`config.mk`:
```
export PLATFORM = sky130hd
export DESIGN_NAME = count_monitor
export DESIGN_NICKNAME = d
export VERILOG_FILES = /design/src/rtl/count_monitor.sv
export SDC_FILE = /design/constraint.sdc
export NUM_CORES = 1
export LEC_CHECK = 0
export CAP_MARGIN = 20
export CELL_PAD_IN_SITES_DETAIL_PLACEMENT = 0
export CELL_PAD_IN_SITES_GLOBAL_PLACEMENT = 1
export CORE_MARGIN = 2
export CORE_UTILIZATION = 25
export CTS_CLUSTER_DIAMETER = 40
export DETAILED_ROUTE_END_ITERATION = 16
export PLACE_DENSITY = 0.52
export SYNTH_ARGS = -nofsm -noshare
export SYNTH_HDL_FRONTEND = slang
export SYNTH_SLANG_ARGS = --single-unit
```
`constraint.sdc`:
```
create_clock -name clk -period 2 [get_ports clk]
set_input_delay 0.4 -clock clk [delete_from_list [all_inputs] [get_ports clk]]
set_output_delay 0.4 -clock clk [all_outputs]
set_load 0.03 [all_outputs]
```
`src/rtl/count_monitor.sv`:
```
// ============================================================================
//  Module   : count_monitor
//  Purpose  : Checks that a free-running counter advances by exactly +1 per clock
//             and reports wraps and sequence errors.
//  Revision : 1.0
// ============================================================================
`default_nettype none

module count_monitor #(
   parameter int W      = 4,
   parameter int LOCK_N = 2,
   parameter int CNT_W  = 8
) (
   input  logic             clk,
   input  logic             rstn,
   input  logic [W-1:0]     cnt_in,
   input  logic             cnt_rstn,
   input  logic             clr,
   output logic             locked,
   output logic             wrap_p,
   output logic             err_p,
   output logic             err_flag,
   output logic [CNT_W-1:0] wrap_cnt,
   output logic [CNT_W-1:0] err_cnt,
   output logic [W-1:0]     last_bad
);

   localparam int                 GOOD_W = (LOCK_N < 2) ? 1 : $clog2(LOCK_N + 1);
   localparam logic [GOOD_W-1:0] C_LOCK = GOOD_W'(LOCK_N);

   typedef enum logic [0:0] {
      S_SYNC   = 1'b0,
      S_LOCKED = 1'b1
   } state_t;

   state_t             state_q, state_d;
   logic [W-1:0]       prev_q, prev_d;
   logic [GOOD_W-1:0]  good_q, good_d;
   logic               locked_q, locked_d;
   logic               wrap_p_q, wrap_p_d;
   logic               err_p_q, err_p_d;
   logic               err_flag_q, err_flag_d;
   logic [CNT_W-1:0]   wrap_cnt_q, wrap_cnt_d;
   logic [CNT_W-1:0]   err_cnt_q, err_cnt_d;
   logic [W-1:0]       last_bad_q, last_bad_d;

   logic [W-1:0]       w_exp;
   logic [GOOD_W-1:0]  w_good_inc;
   logic [CNT_W-1:0]   w_wrap_base;
   logic [CNT_W-1:0]   w_err_base;

   function automatic logic [CNT_W-1:0] sat_inc(input logic [CNT_W-1:0] v);
      return (&v) ? v : v + 1'b1;
   endfunction

   always_comb begin
      w_exp       = prev_q + 1'b1;
      w_good_inc  = good_q + 1'b1;
      // clr zeroes the tallies first so a same-edge event lands on top of zero
      w_wrap_base = clr ? '0 : wrap_cnt_q;
      w_err_base  = clr ? '0 : err_cnt_q;

      state_d    = state_q;
      prev_d     = cnt_in;
      good_d     = good_q;
      locked_d   = locked_q;
      wrap_p_d   = 1'b0;
      err_p_d    = 1'b0;
      err_flag_d = clr ? 1'b0 : err_flag_q;
      wrap_cnt_d = w_wrap_base;
      err_cnt_d  = w_err_base;
      last_bad_d = last_bad_q;

      if (!cnt_rstn) begin
         state_d  = S_SYNC;
         good_d   = '0;
         locked_d = 1'b0;
      end else begin
         case (state_q)
            S_SYNC: begin
               if (cnt_in == w_exp) begin
                  if (w_good_inc >= C_LOCK) begin
                     state_d  = S_LOCKED;
                     locked_d = 1'b1;
                     good_d   = '0;
                  end else begin
                     good_d = w_good_inc;
                  end
               end else begin
                  good_d = '0;
               end
            end
            S_LOCKED: begin
               if (cnt_in == w_exp) begin
                  if (&prev_q) begin
                     wrap_p_d   = 1'b1;
                     wrap_cnt_d = sat_inc(w_wrap_base);
                  end
               end else begin
                  err_p_d    = 1'b1;
                  err_flag_d = 1'b1;
                  err_cnt_d  = sat_inc(w_err_base);
                  last_bad_d = cnt_in;
                  state_d    = S_SYNC;
                  good_d     = '0;
                  locked_d   = 1'b0;
               end
            end
            default: begin
               state_d  = S_SYNC;
               good_d   = '0;
               locked_d = 1'b0;
            end
         endcase
      end
   end

   always_ff @(posedge clk or negedge rstn) begin
      if (!rstn) begin
         state_q    <= S_SYNC;
         prev_q     <= '0;
         good_q     <= '0;
         locked_q   <= 1'b0;
         wrap_p_q   <= 1'b0;
         err_p_q    <= 1'b0;
         err_flag_q <= 1'b0;
         wrap_cnt_q <= '0;
         err_cnt_q  <= '0;
         last_bad_q <= '0;
      end else begin
         state_q    <= state_d;
         prev_q     <= prev_d;
         good_q     <= good_d;
         locked_q   <= locked_d;
         wrap_p_q   <= wrap_p_d;
         err_p_q    <= err_p_d;
         err_flag_q <= err_flag_d;
         wrap_cnt_q <= wrap_cnt_d;
         err_cnt_q  <= err_cnt_d;
         last_bad_q <= last_bad_d;
      end
   end

   assign locked   = locked_q;
   assign wrap_p   = wrap_p_q;
   assign err_p    = err_p_q;
   assign err_flag = err_flag_q;
   assign wrap_cnt = wrap_cnt_q;
   assign err_cnt  = err_cnt_q;
   assign last_bad = last_bad_q;

endmodule

`default_nettype wire
```
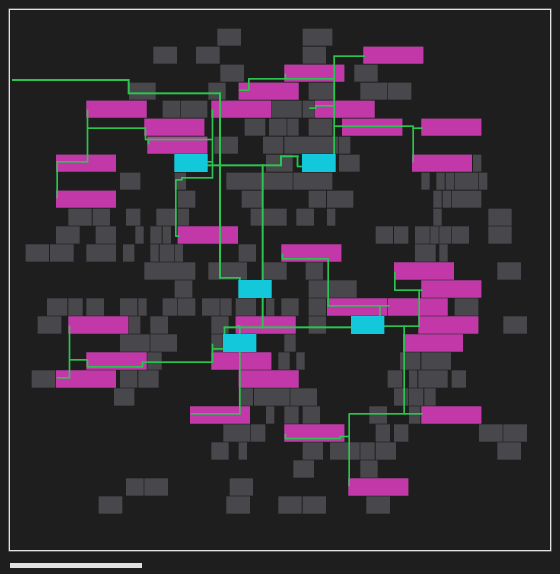
(clock distribution)
Scale bar: 20 um.
green -> clock wires  # length 416 um
cyan -> cells driving clock nets  # count 5
magenta -> flip-flops  # count 31
routed clock nets = 6

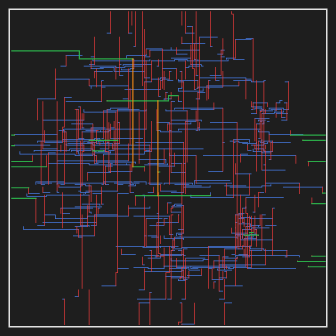
(routed metal, one color a layer)
orange -> met4  # wire length 52.4 um
red -> met2  # wire length 1570 um
blue -> met1  # wire length 1690 um
green -> met3  # wire length 155 um

==> qor.yml <==
whs_path_depth: 1
slew_headroom_pct: 71.91
power_w: 0.001234
synth.top_cell.area_share_pct: 51.50
crit_arrival_ns: 2.09
setup_ws_ns: 0.08288
fp_util_pct: 25.60
core-area_mm2: 0.005886
wl_met3_um: 154
lay_top_count: "dfrtp_1"
cts_hold_buf: 0
maxUsedRoutingLayer: "met4"
p_int_w: 0.0009416
outcome: "finished clean"
grtUsageTotal_pct: 11.53
grt_pass1_vias: 1180
cts_repair_resize_count: 0
grt_max_degree: 32
die.size.y_um: 81.63
synth.avg_cell_area_um2: 11.68
seq_share_pct: 34.99
setup_viol: 0
whs_ns: 0.3213
hp-class: "input pin to register"
fp_nets: 140
crit_path_top_delay_cell: "dfrtp_1"
cts_root_buffer: "clkbuf_8"
grt_pass1_wl_um: 5782
viasPerCell: 4.598
clkTransAtPathRegs_ns: 0.07
dp.cells: 253
grt_use_met2_pct: 16.80
antenna_found_initial: 0
end_kind: "register"
ys.flop_type: "dfrtp_1"
## state kept, by name (all words and copies together), names as in the netlist, 2 cells and up
register and count:
good_q 2, err_cnt 8, last_bad 4, prev_q 4
wrap_cnt 8
## cells by family after synthesis
| logic type | Yosys count | share of synthesized area, % |
|---|---|---|
| AOI/OAI and AO/OA | 26 | 14.95 |
| xor gates and xnor gates | 8 | 6.063 |
| adders and majority gates | 3 | 2.492 |
| buffers and inverters | 7 | 2.575 |
| DFF | 31 | 51.49 |
| muxes | 8 | 5.897 |
| and+or+nand+nor | 46 | 16.53 |
## worst register-to-register path, cell delays in order, from the launching register on
cell       delay (ns)
dfrtp_1          0.38
ha_1             0.30
xnor2_1          0.12
and3_4           0.20
buf_12           0.13
a2111oi_4        0.38
o311ai_2         0.15
o211a_1          0.15
